### Routing congestion map, run 1

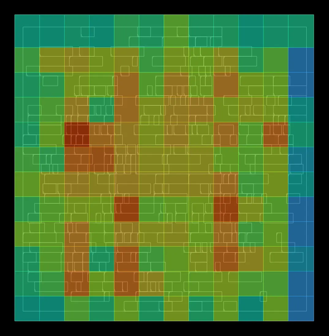
### Wiring by layer, run 1

Only two layers are drawn.
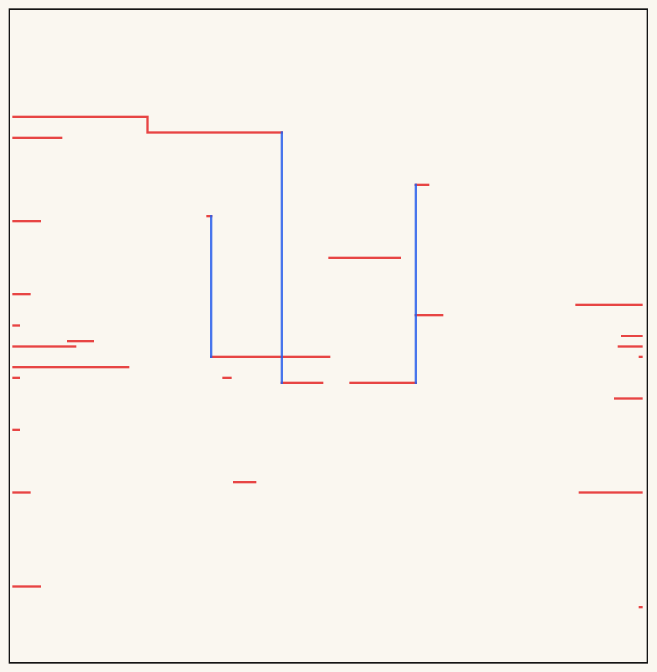
### Pin placement, run 1

Pins as bars across the die edge, other pins in grey.
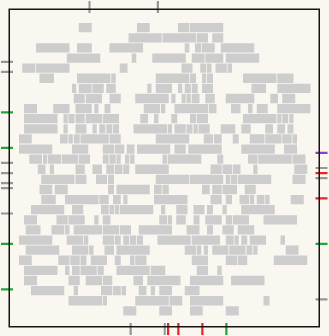
$ cat config.mk
export PLATFORM = sky130hd
export DESIGN_NAME = rgb_fade_sequencer
export DESIGN_NICKNAME = d
export VERILOG_FILES = /design/src/rtl/rgb_fade_sequencer.sv
export SDC_FILE = /design/constraint.sdc
export NUM_CORES = 1
export LEC_CHECK = 0
export CAP_MARGIN = 20
export CORE_AREA = 2 2 81 83
export CTS_BUF_LIST = sky130_fd_sc_hd__clkbuf_2
export CTS_CLUSTER_SIZE = 20
export DETAILED_ROUTE_END_ITERATION = 12
export DIE_AREA = 0 0 83 85
export PLACE_DENSITY = 0.68
export REMOVE_ABC_BUFFERS = 1
export SYNTH_ARGS = -nofsm -noshare
export SYNTH_HDL_FRONTEND = slang
export SYNTH_SLANG_ARGS = --single-unit
$ cat constraint.sdc
create_clock -name clock -period 3.4 [get_ports clock]
set_clock_uncertainty 0.05 [all_clocks]
set_input_delay 0.68 -clock clock [delete_from_list [all_inputs] [get_ports clock]]
set_output_delay 0.68 -clock clock [all_outputs]
set_load 0.02 [all_outputs]
$ cat src/rtl/rgb_fade_sequencer.sv
// Switch-driven RGB brightness sequencer: ramps three 5-bit duty levels one LSB per step on PWM frame boundaries.
// Optional perceptual gamma on the duty outputs: define RGB_FADE_GAMMA_EN.
module rgb_fade_sequencer #(
  parameter int PRESCALE     = 3125,
  parameter int STEP_PERIODS = 1
) (
  input  logic       clock,
  input  logic       reset,
  input  logic [5:0] SW,
  input  logic       hold,
  output logic [4:0] duty_r,
  output logic [4:0] duty_g,
  output logic [4:0] duty_b,
  output logic       frame_start,
  output logic       busy
);

  localparam int PW  = (PRESCALE > 1) ? $clog2(PRESCALE) : 1;
  localparam int SCW = (STEP_PERIODS > 1) ? $clog2(STEP_PERIODS) : 1;
  localparam logic [PW-1:0]  PS_LAST = PW'(PRESCALE - 1);
  localparam logic [SCW-1:0] ST_LAST = SCW'(STEP_PERIODS - 1);

  typedef enum logic [0:0] {S_IDLE = 1'b0, S_RAMP = 1'b1} state_t;

  function automatic logic [4:0] f_target(input logic [1:0] code);
    logic [4:0] t;
    case (code)
      2'b00:   t = 5'd0;
      2'b01:   t = 5'd10;
      2'b10:   t = 5'd21;
      2'b11:   t = 5'd31;
      default: t = 5'd0;
    endcase
    return t;
  endfunction

  function automatic logic [4:0] f_step(input logic [4:0] lvl, input logic [4:0] tgt);
    logic [4:0] n;
    if (lvl < tgt)      n = lvl + 5'd1;
    else if (lvl > tgt) n = lvl - 5'd1;
    else                n = lvl;
    return n;
  endfunction

  function automatic logic [4:0] f_duty(input logic [4:0] lvl);
`ifdef RGB_FADE_GAMMA_EN
    logic [9:0] sq;
    sq = {5'd0, lvl} * {5'd0, lvl};
    return 5'(sq >> 5);
`else
    return lvl;
`endif
  endfunction

  logic [4:0]     r_tgt_r, r_tgt_g, r_tgt_b;
  logic [4:0]     r_lvl_r, r_lvl_g, r_lvl_b;
  logic [4:0]     r_duty_r, r_duty_g, r_duty_b;
  logic [PW-1:0]  r_prescale;
  logic [4:0]     r_tick;
  logic [SCW-1:0] r_step_cnt;
  logic           r_frame_start;
  logic           r_busy;
  state_t         r_state;

  logic       w_frame_wrap, w_step_wrap, w_diff, w_do_step;
  logic [4:0] w_nxt_r, w_nxt_g, w_nxt_b;

  // Level updates land on the edge that raises frame_start, so the new duty is visible with the pulse.
  assign w_frame_wrap = (r_prescale == PS_LAST) && (r_tick == 5'd31);
  assign w_step_wrap  = w_frame_wrap && (r_step_cnt == ST_LAST);
  assign w_diff       = (r_lvl_r != r_tgt_r) || (r_lvl_g != r_tgt_g) || (r_lvl_b != r_tgt_b);
  assign w_do_step    = w_step_wrap && !hold && (r_state == S_RAMP);
  assign w_nxt_r      = w_do_step ? f_step(r_lvl_r, r_tgt_r) : r_lvl_r;
  assign w_nxt_g      = w_do_step ? f_step(r_lvl_g, r_tgt_g) : r_lvl_g;
  assign w_nxt_b      = w_do_step ? f_step(r_lvl_b, r_tgt_b) : r_lvl_b;

  // Target capture from the switches
  always_ff @(posedge clock or negedge reset) begin
    if (!reset) begin
      r_tgt_r <= 5'd0;
      r_tgt_g <= 5'd0;
      r_tgt_b <= 5'd0;
    end else begin
      r_tgt_r <= f_target(SW[1:0]);
      r_tgt_g <= f_target(SW[3:2]);
      r_tgt_b <= f_target(SW[5:4]);
    end
  end

  // PWM period framing; keeps running through hold
  always_ff @(posedge clock or negedge reset) begin
    if (!reset) begin
      r_prescale    <= '0;
      r_tick        <= 5'd0;
      r_frame_start <= 1'b0;
    end else begin
      r_frame_start <= w_frame_wrap;
      if (r_prescale == PS_LAST) begin
        r_prescale <= '0;
        r_tick     <= (r_tick == 5'd31) ? 5'd0 : r_tick + 5'd1;
      end else begin
        r_prescale <= r_prescale + PW'(1);
      end
    end
  end

  // Frames-per-step divider, frozen by hold
  always_ff @(posedge clock or negedge reset) begin
    if (!reset) begin
      r_step_cnt <= '0;
    end else if (w_frame_wrap && !hold) begin
      r_step_cnt <= (r_step_cnt == ST_LAST) ? '0 : r_step_cnt + SCW'(1);
    end else begin
      r_step_cnt <= r_step_cnt;
    end
  end

  // Ramp FSM with level and duty registers
  always_ff @(posedge clock or negedge reset) begin
    if (!reset) begin
      r_state  <= S_IDLE;
      r_busy   <= 1'b0;
      r_lvl_r  <= 5'd0;
      r_lvl_g  <= 5'd0;
      r_lvl_b  <= 5'd0;
      r_duty_r <= 5'd0;
      r_duty_g <= 5'd0;
      r_duty_b <= 5'd0;
    end else begin
      r_busy  <= w_diff;
      r_lvl_r <= w_nxt_r;
      r_lvl_g <= w_nxt_g;
      r_lvl_b <= w_nxt_b;
      if (w_frame_wrap) begin
        r_duty_r <= f_duty(w_nxt_r);
        r_duty_g <= f_duty(w_nxt_g);
        r_duty_b <= f_duty(w_nxt_b);
      end
      case (r_state)
        S_IDLE:  r_state <= w_diff ? S_RAMP : S_IDLE;
        S_RAMP:  r_state <= w_diff ? S_RAMP : S_IDLE;
        default: r_state <= S_IDLE;
      endcase
    end
  end

  assign duty_r      = r_duty_r;
  assign duty_g      = r_duty_g;
  assign duty_b      = r_duty_b;
  assign frame_start = r_frame_start;
  assign busy        = r_busy;

endmodule

==> summary.txt, run 1 <==
Purpose: to document the outcome of synthesis and place and route.

Outcome
The flow ran to the end, and the final reports show no timing, DRC or antenna violations.

Global routing
The number of global-route vias before repair was about 2,100. The wire length of the first global-routing pass is about 9500 um.

Drt
For this block, the initial DRC count from the detailed router was approximately 93. In the post-route report, total wirelength is listed as around 5200 um. After detailed routing, the average wire length per cell comes to 13.7 um.

Critical path
The worst setup slack for register-to-register paths is around 820 ps. The critical path crosses 5 cells after its start point. STA lists the startpoint of the worst register-to-register path as r_prescale[7]$_DFF_PN0_.

The buffering stage count on the worst path with inverters included is 0.

Timing
The transition time at the pin with the least slew margin is approximately 760 ps. The maximum frequency from static timing analysis is 0.387 GHz. Counting endpoints that fail hold in the final report gives 0.

The final report lists the setup-violating endpoint count as 0. In the final report, the number of pins over their slew limit comes to 0.

Pwr
Summing internal, switching and leakage power gives approximately 980 uW. Per the summary, power density relative to cell area is 293 nW/um^2. The worst voltage drop across the vdd grid is around 0.16 mV.

Logic synthesis
Dividing the synthesized area by the synthesized cell count gives between 10 and 15 um^2. Yosys instantiated no cell more often than sky130_fd_sc_hd__dfrtp_1. The fraction of post-synthesis cell area in the top cell type by area is 0.463. The number of flops mapped to enable cells by yosys is 0.

The synthesized netlist cell count is 279. The share of synthesized area occupied by flip-flops and latches is 0.463.

Clock network
On the reported timing paths, the clock transition at the registers reads about 300 ps. The buffers inserted during post-CTS setup optimization is 0. The H-tree generated during clock tree synthesis spans 2 levels.

Cells and area
The growth of design area from synthesis to finish is 12.8%.

Floorplan
The initial core utilization is 0.479.
Back to the opening pictures, 'Routing congestion map':
most used routing layer in global routing: met2
final cell utilization of the core: 0.541
total routing resource utilization after global routing: 0.166
met3 layer usage reported by global route: 0.0370
met1 track utilization from global routing: 0.217

Back to the opening pictures, 'Wiring by layer':
Key: blue = metal 4 [wire length 76.8 um]; red = metal 3 [wire length 156 um]

Back to the opening pictures, 'Pin placement':
Key: red = duty_b [pins 5, direction output, edge 3 bottom, 2 right]; purple = hold [pins 1, direction input, edge right]; green = SW [pins 6, direction input, edge 4 left, 1 right, 1 bottom]
All pins by edge: 11 left, 7 right, 6 bottom, 2 top.

-- run 1: layout make-up --
cell class	count	area, um^2	area share
Clock buffer	5	25.0	0.00746
Clock inverter	3	25.0	0.00746
Inverter	19	71.3	0.0213
Multi-Input combinational cell	195	1490	0.443
Sequential cell	55	1380	0.410
Tap cell	77	96.3	0.0287
Timing Repair Buffer	29	275	0.0821
-- run 1: stage by stage --
| stage | cells | utilization |
|---|---|---|
| 4_1_cts | 383 | 0.541 |
| 5_1_grt | 383 | 0.541 |
| 3_3_place_gp | 375 | 0.533 |
| 2_1_floorplan | 269 | - |
| 6_report | 383 | 0.541 |
| 3_5_place_dp | 375 | 0.533 |
-- run 1: per-layer routing --
layer | track usage | part of all wire
met1 | 0.217 | 0.50
met2 | 0.274 | 0.46
met3 | 0.0370 | 0.030
met5 | 0 | 0
met4 | 0.0537 | 0.015
-- run 1: logic make-up after synthesis --
logic type | after synthesis | synth area share
mux | 12 | 0.0438
compound gates | 37 | 0.0963
xor+xnor | 16 | 0.0471
fa+ha+maj | 25 | 0.105
simple gates | 105 | 0.204
flops | 55 | 0.463
buf+inv | 29 | 0.0408
-- run 1: state kept, by name (all words and copies together) (netlist names) --
name	cells
busy	1
duty_b	5
duty_g	5
duty_r	5
frame_start	1
r_lvl_b	5
r_lvl_g	5
r_lvl_r	5
r_prescale	12
r_tgt_b	2
r_tgt_g	2
r_tgt_r	2
r_tick	5
-- run 1: report_power, final --
group / total [uW] / internal (uW) / switching (uW)
sequential: 661 / 660 / 1.59
combinational: 48.1 / 18.0 / 30.1
clock: 274 / 53.6 / 220
total: 984 / 731 / 252
### Where the registers sit, run 1

Other sequential cells in the stronger grey, the rest of the logic in the fainter grey.
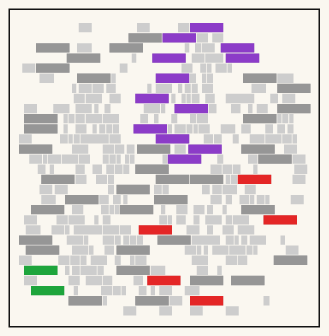

==> run 1 -> run 2 <==
==> constraint.sdc (replaced) <==
create_clock -name clock -period 2.46 [get_ports clock]
set_clock_uncertainty 0.05 [all_clocks]
set_input_delay 0.492 -clock clock [delete_from_list [all_inputs] [get_ports clock]]
set_output_delay 0.492 -clock clock [all_outputs]
set_load 0.02 [all_outputs]
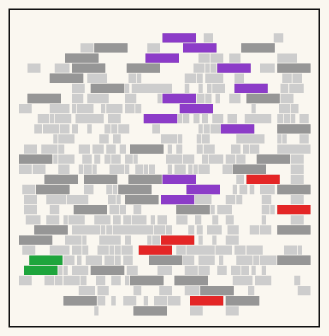
*Where the registers sit, run 2*
Other sequential cells in the stronger grey, the rest of the logic in the fainter grey.
Key: red = duty_b [flops 5]; green = r_tgt_r [flops 2]; purple = r_prescale [flops 12]
Another 36 sequential cells are not coloured.

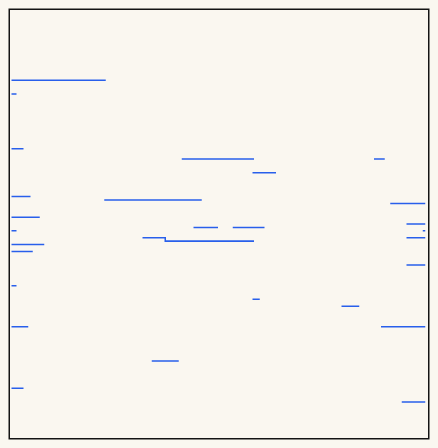
*Metal 3, run 2*
24 nets have wire on it. The layer carries 159 um of wire. The wires run mostly horizontal. The layer holds 2.8% of the routed length. The longest straight run is 19.1 um.

==> summary.txt, run 2 <==
Purpose: to document the outcome of synthesis and place and route.

Timing
The worst setup slack after layout is -8.82 ps (was 819 ps). The number of setup violations in the final report is 2 (was 0). The transition time at the pin with the least slew margin is 661 ps (was 758 ps). The maximum frequency from static timing analysis was 0.405 GHz (was 0.387 GHz). The count of final hold-check violations is 0 (unchanged).

Global routing
The number of global-route vias before repair is 2,218 (was 2,095). The total global-route track usage is 0.172 (was 0.166).

Floorplan
The initial core utilization is 0.479 (unchanged).

Logic synthesis
The number of flops mapped to enable cells by yosys is 0 (unchanged). The synthesized netlist cell count is 279 (unchanged). The library cell with the highest instance count after synthesis was sky130_fd_sc_hd__dfrtp_1 (unchanged). The fraction of the mapped netlist area in compound gates was 0.0963 (unchanged).

The largest combinational cell category by area is simple AND/OR/NAND/NOR gates (unchanged). The area fraction in and, or, nand and nor cells was 0.204 (unchanged). The xor-xnor portion of the synthesized cell area is 0.0471 (unchanged).

Pwr
The part of the power in combinational logic is 0.047 (was 0.049). The internal cell power is 1220 uW (was 731 uW). The part of the total power dissipated in the clock network is 0.366 (was 0.279). The net switching fraction of the power is 0.218 (was 0.256). The total combinational power is 73.4 uW (was 48.1 uW). The sequential power share came to 0.587 (was 0.673). The worst voltage drop across the vdd grid is 0.297 mV (was 0.159 mV). The sequential logic power is 914 uW (was 661 uW).

The power in the clock group is 569 uW (was 274 uW). The power per cell area is 425 nW/um^2 (was 293 nW/um^2). The total power of the final layout came to 1560 uW (was 984 uW).

Drt
The total length of routed wires came to 5740 um (was 5230 um). The per-cell routed wire length is 14.2 um (was 13.7 um). The starting DRC count in detailed routing is 66 (was 93).

Cells and area
The multi-input logic area is 1570 um^2 (was 1490 um^2). The sequential cell area in the final layout is 1380 um^2 (unchanged). The tally of non-filler cells in the final layout is 404 (was 383). The register ranked first by flip-flop count was r_prescale (unchanged). The flip-flop count of the largest register, all copies and words added is 12 (unchanged). The final core area utilization is 0.590 (was 0.541).

Outcome
Result of the run: complete, but fails checks (was finished, final reports clean). The final reports fail on setup timing.

Clock network
The clock transition at the registers of the reported paths is 290 ps (was 300 ps). The maximum level of the CTS H-tree is 2 (unchanged).

Place
The count of placed standard cells including taps is 388 (was 375).
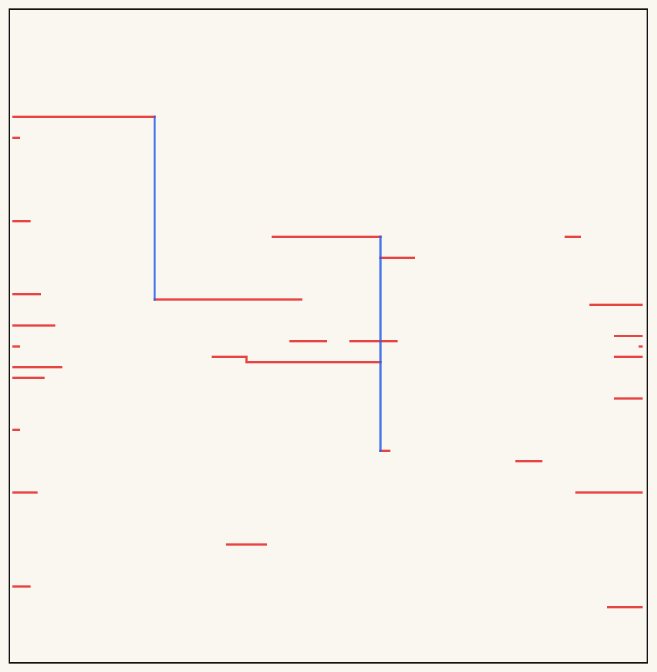
*Wiring by layer, run 2*
Only two layers are drawn.
Key: red = metal 3 [wire length 159 um]; blue = metal 4 [wire length 51.7 um]

run 2: cell type report:
| type | instances | share of cell area |
|---|---|---|
| multi-input cells | 195 | 0.428 |
| flip-flops and latches | 55 | 0.376 |
| repair buffers | 50 | 0.125 |
| well taps | 77 | 0.0263 |
| inverters | 19 | 0.0195 |
| clock inverters | 2 | 0.0164 |
| clock buffers | 6 | 0.00820 |
run 2: kinds of logic after synthesis:
logic type,count (synthesis)
AOI/OAI and AO/OA,37
xor gates and xnor gates,16
adders and majority gates,25
buffers and inverters,29
DFF,55
muxes,12
and+or+nand+nor,105
run 2: worst paths after layout:
kind	to	slack (ps)	cells after the start	from
worst max-delay path	duty_r[1]$_DFFE_PN0N_	-9	6	r_prescale[8]$_DFF_PN0_
worst min-delay path	r_tgt_r[2]$_DFF_PN0_	380	1	SW[1]
worst max register to register	duty_r[1]$_DFFE_PN0N_	-9	6	r_prescale[8]$_DFF_PN0_
worst min register to register	r_prescale[9]$_DFF_PN0_	480	1	r_prescale[9]$_DFF_PN0_
max in group asynchronous	r_prescale[0]$_DFF_PN0_	1180	3	reset
min in group asynchronous	duty_b[2]$_DFFE_PN0N_	490	2	reset
run 2: worst max-delay path, cell delays in order, from the launching register on:
cell,delay (ps)
sky130_fd_sc_hd__dfrtp_1,470
sky130_fd_sc_hd__or4b_4,530
sky130_fd_sc_hd__or4_4,590
sky130_fd_sc_hd__buf_6,170
sky130_fd_sc_hd__a31oi_4,190
sky130_fd_sc_hd__mux2i_1,120
sky130_fd_sc_hd__mux2_2,270
run 2: metal layers:
metal | global-route usage | up-vias | part of all wire
li1 | - | 1103 | -
met2 | 0.292 | 34 | 0.47
met4 | 0.0447 | 0 | 0.0089
met3 | 0.0379 | 6 | 0.028
met5 | 0 | - | 0
met1 | 0.226 | 1068 | 0.50
### Pin placement, run 2

Pins as bars across the die edge, other pins in grey.
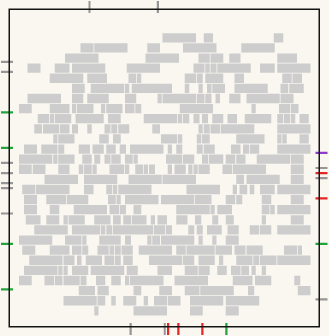

==> run 2 -> run 3 <==
==> constraint.sdc (replaced) <==
create_clock -name clock -period 2.7 [get_ports clock]
set_clock_uncertainty 0.05 [all_clocks]
set_input_delay 0.54 -clock clock [delete_from_list [all_inputs] [get_ports clock]]
set_output_delay 0.54 -clock clock [all_outputs]
set_load 0.02 [all_outputs]
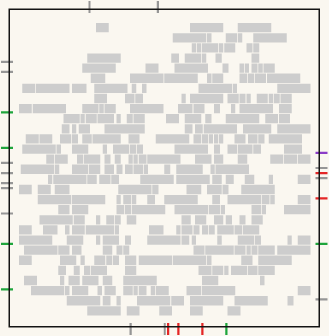
*Pin placement, run 3*
Pins as bars across the die edge, other pins in grey.
Key: purple = hold [pins 1, direction input, edge right]; red = duty_b [pins 5, direction output, edge 3 bottom, 2 right]; green = SW [pins 6, direction input, edge 4 left, 1 right, 1 bottom]
All pins by edge: 11 left, 7 right, 6 bottom, 2 top.

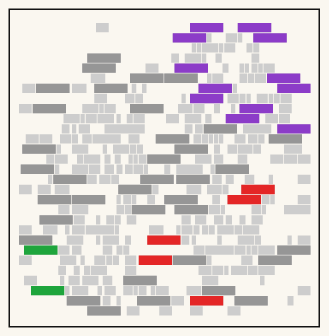
*Where the registers sit, run 3*
Other sequential cells in the stronger grey, the rest of the logic in the fainter grey.
Key: red = duty_b [flops 5]; green = r_tgt_r [flops 2]; purple = r_prescale [flops 12, where top right]

==> summary.txt, run 3 <==
Purpose: to document the outcome of synthesis and place and route.

Cells and area
The final core area utilization is 0.550 (was 0.590). The sequential cell area in the final layout is 1380 um^2 (unchanged). The register ranked first by flip-flop count is r_prescale (unchanged).

The growth of design area from synthesis to finish is 14.6% (was 23.1%). The tally of non-filler cells in the final layout was 384 (was 404). The multi-input logic area was 1490 um^2 (was 1570 um^2). The antenna diode count is 0 (unchanged).

Logic synthesis
The synthesized netlist cell count is 279 (unchanged). The cell area after synthesis came to 2970 um^2 (unchanged). The library cell with the highest instance count after synthesis is sky130_fd_sc_hd__dfrtp_1 (unchanged).

The fraction of post-synthesis cell area in the top cell type by area came to 0.463 (unchanged). The count of state elements after synthesis is 55 (unchanged). The number of flops mapped to enable cells by yosys came to 0 (unchanged).

Pwr
The worst voltage drop across the vdd grid is 0.210 mV (was 0.297 mV). The total combinational power was 64.6 uW (was 73.4 uW). The internal cell power is 1010 uW (was 1220 uW). The power in the clock group is 410 uW (was 569 uW). The part of the power in combinational logic is 0.049 (was 0.047). The switching power is 300 uW (was 339 uW). The highest-power group is registers (unchanged).

The total power of the final layout is 1310 uW (was 1560 uW). The power per cell area is 383 nW/um^2 (was 425 nW/um^2). The net switching fraction of the power is 0.229 (was 0.218). The part of the total power dissipated in the clock network was 0.314 (was 0.366).

Place
The count of placed standard cells including taps is 376 (was 388).

Drt
The length of routed met3 wiring is 185 um (was 158 um). The per-cell routed wire length is 13.9 um (was 14.2 um). The starting DRC count in detailed routing came to 94 (was 66). The uppermost layer routed is met4 (unchanged). The total length of routed wires is 5330 um (was 5740 um). The routed length on met2 came to 2490 um (was 2680 um).

Timing
The maximum frequency from static timing analysis was 0.384 GHz (was 0.405 GHz). The final count of pins violating max slew was 0 (unchanged). The count of final hold-check violations is 0 (unchanged).

The number of setup violations in the final report is 0 (was 2).

Critical path
The buffering stage count on the worst path with inverters included is 0 (was 1). The cell with the largest stage delay on the worst path is sky130_fd_sc_hd__or4_4 (unchanged). The gate family responsible for the most delay along the worst path is simple AND/OR/NAND/NOR gates (unchanged). The maximum single-stage delay on the critical path is 660 ps (was 590 ps). Critical path cell sequence: or4b_4, or4_4, or3_1, a21o_1, a31oi_1 (was or4b_4, or4_4, buf_6, a31oi_4, mux2i_1, mux2_2).

Clock network
The clock transition at the registers of the reported paths was 280 ps (was 290 ps). The buffers inserted during post-CTS setup optimization is 0 (was 4). The maximum level of the CTS H-tree is 2 (unchanged).

Outcome
Result of the run: finished, final reports clean (was complete, but fails checks).

Global routing
The total global-route track usage came to 0.164 (was 0.172). The wire length of the first global-routing pass was 9480 um (was 9940 um). The number of global-route vias before repair is 2,070 (was 2,218).
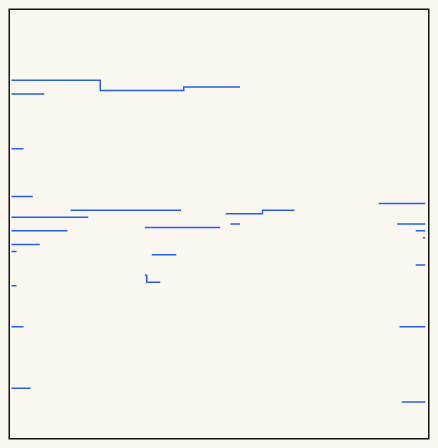
*Metal 3, run 3*
The layer holds 3.5% of the routed length. The longest straight run is 21.6 um. The layer carries 186 um of wire. 21 nets have wire on it.

-- run 3: cell count changes in the layout (fill, tap and decap cells not counted), sizes merged --
cell	before	now
buf	25	6
clkinvlp	0	1
clkbuf	6	5
bufinv	2	1
-- run 3: routing by layer --
layer,global-route usage,vias up
met5,0,-
met1,0.220,1010
met4,0.0402,0
li1,-,1052
met2,0.269,28
met3,0.0428,2
-- run 3: logic make-up (layout without fill, tap and decap cells) --
family,count (synthesis),after routing,share of synthesized area
xor gates and xnor gates,16,16,0.0471
adders and majority gates,25,25,0.105
and+or+nand+nor,105,105,0.204
muxes,12,12,0.0438
buffers and inverters,29,57,0.0408
AOI/OAI and AO/OA,37,37,0.0963
DFF,55,55,0.463
-- run 3: area by class of cell --
| class | count | area share |
|---|---|---|
| inverters | 19 | 0.0209 |
| flip-flops and latches | 55 | 0.404 |
| clock inverters | 2 | 0.0110 |
| clock buffers | 5 | 0.00734 |
| multi-input cells | 195 | 0.436 |
| well taps | 77 | 0.0283 |
| repair buffers | 31 | 0.0932 |
-- run 3: final timing paths --
path / from / end / slack (ps) / cells after the start
worst max-delay path: r_prescale[7]$_DFF_PN0_ / duty_g[2]$_DFFE_PN0N_ / 90 / 5
worst min-delay path: SW[0] / r_tgt_r[3]$_DFF_PN0_ / 440 / 1
worst max register to register: r_prescale[7]$_DFF_PN0_ / duty_g[2]$_DFFE_PN0N_ / 90 / 5
worst min register to register: r_prescale[9]$_DFF_PN0_ / r_prescale[9]$_DFF_PN0_ / 470 / 1
max in group asynchronous: reset / r_tick[3]$_DFFE_PN0N_ / 1490 / 3
min in group asynchronous: reset / r_lvl_b[1]$_DFF_PN0_ / 540 / 2
-- run 3: timing repair --
item | in CTS | in global routing
gates resized | 0 | 0
hold buffers | 0 | 1
hold endpoints to repair | 0 | 21
Power is estimated from default activity; no workload was simulated.
